$ cat src/rtl/rvfi_check_sched_pkg.sv
// Shared types and helpers for the RVFI check sequencer.
package rvfi_sched_pkg;

    localparam int unsigned RETCNT_W = 16;
    localparam int unsigned ORDER_W  = 64;

    typedef enum logic [1:0] {
        IDLE,
        ARMED,
        DONE,
        EXPIRED
    } sched_state_t;

    // Add two counter values, clamping at all-ones instead of wrapping.
    function automatic logic [RETCNT_W-1:0] sat_add(input logic [RETCNT_W-1:0] a,
                                                     input logic [RETCNT_W-1:0] b);
        logic [RETCNT_W:0] sum;
        sum = {1'b0, a} + {1'b0, b};
        return sum[RETCNT_W] ? '1 : sum[RETCNT_W-1:0];
    endfunction

endpackage

$ cat src/rtl/rvfi_check_sched_if.sv
// Retirement-side inputs and checker-side outputs of the check sequencer.
interface rvfi_check_sched_if
    import rvfi_sched_pkg::*;
#(
    parameter int unsigned NRET    = 1,
    parameter int unsigned CYCLE_W = 5
);
    logic [NRET-1:0]         rvfi_valid;
    logic [ORDER_W*NRET-1:0] rvfi_order;
    logic                    check;
    logic [ORDER_W-1:0]      check_order;
    logic [RETCNT_W-1:0]     retired_cnt;
    logic [CYCLE_W-1:0]      cycle_cnt;
    logic                    done;
    logic                    expired;

    modport master (
        output rvfi_valid, rvfi_order,
        input  check, check_order, retired_cnt, cycle_cnt, done, expired
    );

    modport slave (
        input  rvfi_valid, rvfi_order,
        output check, check_order, retired_cnt, cycle_cnt, done, expired
    );
endinterface

$ cat src/rtl/rvfi_valid_popcount.sv
// Number of retirement channels reporting a valid instruction this cycle.
module rvfi_valid_popcount #(
    parameter int unsigned NRET = 1
) (
    input  logic [NRET-1:0]              valid,
    output logic [$clog2(NRET+1)-1:0]    count
);
    localparam int unsigned CNT_W = $clog2(NRET + 1);

    always_comb begin
        count = '0;
        for (int i = 0; i < int'(NRET); i++) begin
            count = count + CNT_W'(valid[i]);
        end
    end
endmodule

$ cat src/rtl/rvfi_check_sched.sv
// Picks the single cycle in which an attached RVFI checker fires, or flags
// that the bounded window closed without one.
module rvfi_check_sched
    import rvfi_sched_pkg::*;
#(
    parameter int unsigned NRET        = 1,
    parameter int unsigned CHANNEL_IDX = 0,
    parameter int unsigned MIN_CYCLE   = 1,
    parameter int unsigned MIN_RET     = 1,
    parameter int unsigned DEPTH       = 20
) (
    input logic               clock,
    input logic               reset,
    rvfi_check_sched_if.slave bus
);
    localparam int unsigned CYCLE_W = $clog2(DEPTH + 1);
    localparam int unsigned POP_W   = $clog2(NRET + 1);

    if (CHANNEL_IDX >= NRET) begin : g_bad_channel
        $error("CHANNEL_IDX must be smaller than NRET");
    end
    if (MIN_CYCLE >= DEPTH) begin : g_bad_window
        $error("MIN_CYCLE must be smaller than DEPTH");
    end

    sched_state_t        state;
    logic [CYCLE_W-1:0]  cycle_cnt;
    logic [RETCNT_W-1:0] retired_cnt;
    logic                done;
    logic                expired;
    logic [POP_W-1:0]    pop_cnt;
    logic                fire;

    rvfi_valid_popcount #(.NRET(NRET)) u_popcount (
        .valid (bus.rvfi_valid),
        .count (pop_cnt)
    );

    // Retirements of the current cycle are only seen through retired_cnt next cycle.
    always_comb begin
        fire = !reset
            && (state == ARMED)
            && bus.rvfi_valid[CHANNEL_IDX]
            && (cycle_cnt >= CYCLE_W'(MIN_CYCLE))
            && (retired_cnt >= RETCNT_W'(MIN_RET))
            && (cycle_cnt < CYCLE_W'(DEPTH));
    end

    always_ff @(posedge clock) begin
        if (reset) begin
            state       <= IDLE;
            cycle_cnt   <= '0;
            retired_cnt <= '0;
            done        <= 1'b0;
            expired     <= 1'b0;
        end else begin
            if (cycle_cnt != CYCLE_W'(DEPTH)) begin
                cycle_cnt <= cycle_cnt + CYCLE_W'(1);
            end
            retired_cnt <= sat_add(retired_cnt, RETCNT_W'(pop_cnt));

            // A fire on the closing cycle takes priority over expiry.
            unique case (state)
                IDLE: state <= ARMED;
                ARMED: begin
                    if (fire) begin
                        state <= DONE;
                        done  <= 1'b1;
                    end else if (cycle_cnt == CYCLE_W'(DEPTH - 1)) begin
                        state   <= EXPIRED;
                        expired <= 1'b1;
                    end
                end
                default: ;
            endcase
        end
    end

    assign bus.check       = fire;
    assign bus.check_order = fire ? bus.rvfi_order[CHANNEL_IDX*ORDER_W +: ORDER_W] : '0;
    assign bus.retired_cnt = retired_cnt;
    assign bus.cycle_cnt   = cycle_cnt;
    assign bus.done        = done;
    assign bus.expired     = expired;
endmodule

$ cat src/flat_wrapper.sv
// flat-port wrapper written by rule: the top's interface ports become plain ports
module rvfi_check_sched_flat import rvfi_sched_pkg::*;
#(
    parameter int unsigned NRET        = 1,
    parameter int unsigned CHANNEL_IDX = 0,
    parameter int unsigned MIN_CYCLE   = 1,
    parameter int unsigned MIN_RET     = 1,
    parameter int unsigned DEPTH       = 20
)
  (clock, reset, bus_rvfi_valid, bus_rvfi_order, bus_check, bus_check_order, bus_retired_cnt, bus_cycle_cnt, bus_done, bus_expired);
  rvfi_check_sched_if #(.NRET(NRET), .CYCLE_W(5)) bus_i ();
  input logic clock;
  input logic reset;
  input wire logic [$bits(bus_i.rvfi_valid)-1:0] bus_rvfi_valid;
  input wire logic [$bits(bus_i.rvfi_order)-1:0] bus_rvfi_order;
  output wire logic [$bits(bus_i.check)-1:0] bus_check;
  output wire logic [$bits(bus_i.check_order)-1:0] bus_check_order;
  output wire logic [$bits(bus_i.retired_cnt)-1:0] bus_retired_cnt;
  output wire logic [$bits(bus_i.cycle_cnt)-1:0] bus_cycle_cnt;
  output wire logic [$bits(bus_i.done)-1:0] bus_done;
  output wire logic [$bits(bus_i.expired)-1:0] bus_expired;
  assign bus_i.rvfi_valid = bus_rvfi_valid;
  assign bus_i.rvfi_order = bus_rvfi_order;
  assign bus_check = bus_i.check;
  assign bus_check_order = bus_i.check_order;
  assign bus_retired_cnt = bus_i.retired_cnt;
  assign bus_cycle_cnt = bus_i.cycle_cnt;
  assign bus_done = bus_i.done;
  assign bus_expired = bus_i.expired;
  rvfi_check_sched #(.NRET(NRET), .CHANNEL_IDX(CHANNEL_IDX), .MIN_CYCLE(MIN_CYCLE), .MIN_RET(MIN_RET), .DEPTH(DEPTH)) u_core (.clock(clock), .reset(reset), .bus(bus_i));
endmodule
$ cat config.mk
export PLATFORM = sky130hd
export DESIGN_NAME = rvfi_check_sched_flat
export DESIGN_NICKNAME = d
export VERILOG_FILES = /design/src/rtl/rvfi_check_sched_pkg.sv /design/src/rtl/rvfi_check_sched_if.sv /design/src/rtl/rvfi_valid_popcount.sv /design/src/rtl/rvfi_check_sched.sv /design/src/flat_wrapper.sv
export SDC_FILE = /design/constraint.sdc
export NUM_CORES = 1
export LEC_CHECK = 0
export CELL_PAD_IN_SITES_DETAIL_PLACEMENT = 0
export CELL_PAD_IN_SITES_GLOBAL_PLACEMENT = 1
export CORE_ASPECT_RATIO = 2
export CORE_UTILIZATION = 19
export DETAILED_ROUTE_END_ITERATION = 8
export PLACE_DENSITY = 0.85
export SLEW_MARGIN = 20
export SYNTH_ARGS = -nofsm -noshare
export SYNTH_HDL_FRONTEND = slang
export SYNTH_SLANG_ARGS = --single-unit
$ cat constraint.sdc
create_clock -name clock -period 2.75 [get_ports clock]
set_input_delay 0.825 -clock clock [delete_from_list [all_inputs] [get_ports clock]]
set_output_delay 0.825 -clock clock [all_outputs]
set_load 0.03 [all_outputs]
==> images/pdn.png <==
Bar = 20 µm. Pins as bars on the die edge. Tap cells in grey.
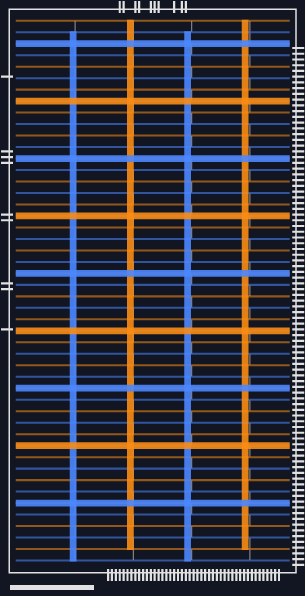
VSS -> blue
VDD -> orange
met1 rails = 48
rows = 47

==> images/cell_classes.png <==
Bar = 20 µm.
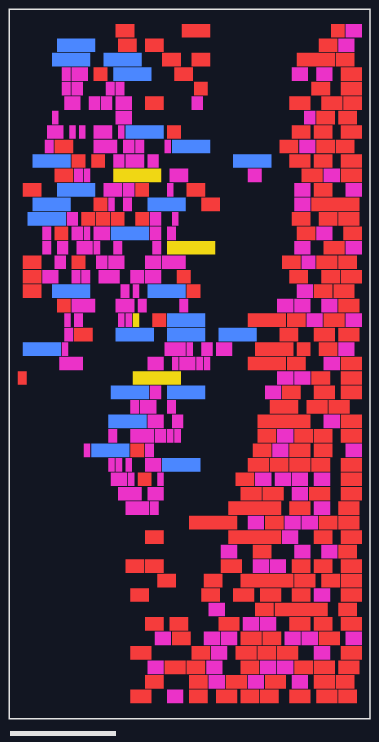
other buffers and delay cells -> red  # cells 187, share of their area 53%
clock drivers and dummy loads -> yellow  # cells 4, share of their area 2.0%
all other logic -> magenta  # cells 171, share of their area 32%
flip-flops -> blue  # cells 25, share of their area 13%

==> images/clock_map.png <==
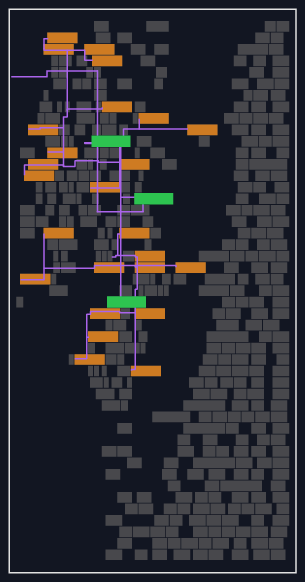
cells driving clock nets -> green  # count 3
flip-flops -> orange  # count 25
clock wires -> purple  # length 382 µm
routed clock nets = 4

==> images/metal_stack.png <==
Bar = 20 µm. Two of the layers only.
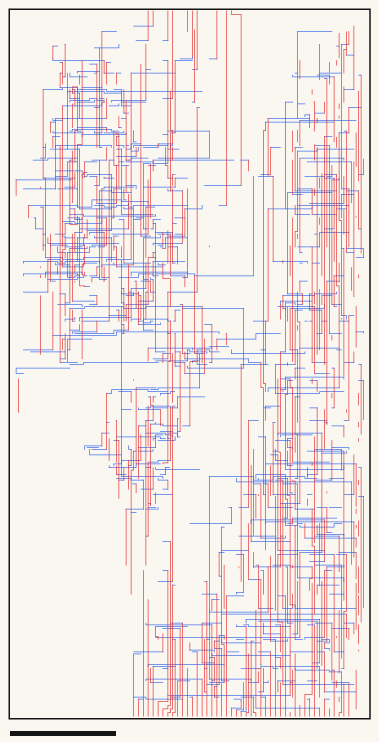
met1 -> blue  # wire length 2,460 µm
met2 -> red  # wire length 4,700 µm

==> flow_summary.yaml <==
# generated from flow reports
layout:
  mostFrequentLayoutCells: "clkdlybuf4s50_1 (87), buf_6 (65), and2_4 (62)"
  num-nonclk-inverters: 7
  clock_buffers: 4
  buffer_area_share_pct: 51.4
  sh_seq_area_pct: 12.5
  syn2layout_area_growth_pct: 146
  finalCoreUtilization_pct: 48.4
  fin_cells: 485
  fillerInstances: 761
  sh_comb_area_pct: 30.4
  layout-drive-gt1-share_pct: 45.2
  comb_cells: 164
power:
  power.internal_w: 0.000756
  p_comb_share_pct: 30.6
  p_comb_w: 0.000313
  ir_worst_vdd_v: 0.000257
  power_switching_w: 0.000266
  pwr-share-clk_pct: 32.2
  powerClk_w: 0.000329
  powerDensity_mw_per_mm2: 255
  power_w: 0.00102
worst_setup_path:
  rr_startpoint: "u_core.bus.cycle_cnt[1]"
  ff2ff_path_depth: 9
  worstPathCellList: "buf_8 > inv_4 > and4_1 > and4_4 > buf_12 > clkbuf_16 > and2_4 > buf_6"
  worst_ep_arrival_time_ns: 1.98
  slowest_delay_ns: 0.27
  rrSetupSlack_ns: 0.89
  reg2reg_to: "u_core.state[1]"
  worst-path-buf-inv: 5
  path_depth: 8
route:
  top_layer: "met4"
  drt_iter0_markers: 60
  via_per_inst: 4.58
  wire_per_inst_um: 16.8
  wl_met1_um: 2460
status:
  violations: "negative setup slack"
  status: "finished, violations left"
timing:
  worst_pin_slew_ns: 0.359
  relSlewSlack_pct: 75.7
  hold_ws_ns: 0.467
  rsz0062_at_grt: "true"
  fin_skew_ns: 0.00307
  hold_violations: 0
  finalSetupViolations: 64
  finalWorstSetupSlack_ns: -0.0582
  finalCriticalPeriod_ns: 2.81
  fmax_mhz: 356
  final_min_period_over_clock_period_pct: 102
run:
  warnings: 31
yosys:
  synthMostInstantiatedCell: "and2_1"
  common_cells: "and2_1 (64), dfxtp_1 (25), a21oi_1 (15), nor2_1 (15), xnor2_1 (8)"
  synth-edff-count: 0
  yosys.area.top_type: "dfxtp_1"
  synthFlopType: "dfxtp_1"
  synthArstFlopShare_pct: 0
grt:
  grt_max_degree: 24
  overflow: 0
  grtUsageTotal_pct: 16.8
  grt_first_pass_wirelength_um: 11100
  antenna_found_initial: 0
  grt_pass1_vias: 2192
worst_hold_path:
  min_path_type: "flop to flop"
  hold_depth: 1
die:
  die_x_um: 67.6
  core_area_mm2: 0.00829
  tap_cells: 98
  row_count: 47
cts:
  clk_pin_slew_worst_paths_ns: 0.06
  cts.sinks: 25
  post_cts_resized: 123
  post_cts_buffers: 6
  clock_path_buffers: 2
placed_design:
  place_congestion: 0.755
  dpl.hpwl_um: 5470
  dp_slack_ns: -0.523
cells by family after synthesis:
logic type	count (synthesis)	share of synthesized area, %
xor gates and xnor gates	11	5.90
buffers and inverters	18	4.83
DFF	25	30.7
AOI/OAI and AO/OA	26	10.1
muxes	1	0.613
adders and majority gates	5	3.83
and+or+nand+nor	121	44.1
flip-flops by register name, indices dropped and copies added, names as in the netlist:
name and flops:
u_core.bus.expired 1, u_core.bus.cycle_cnt 5, u_core.bus.done 1, u_core.bus.retired_cnt 16, u_core.state 2
layer usage:
layer	vias up	global-route usage, %
li1	1069	-
met1	1020	13.3
met2	115	34.8
met3	17	3.85
met4	0	6.74
met5	-	0
Power and IR drop assume default switching activity.
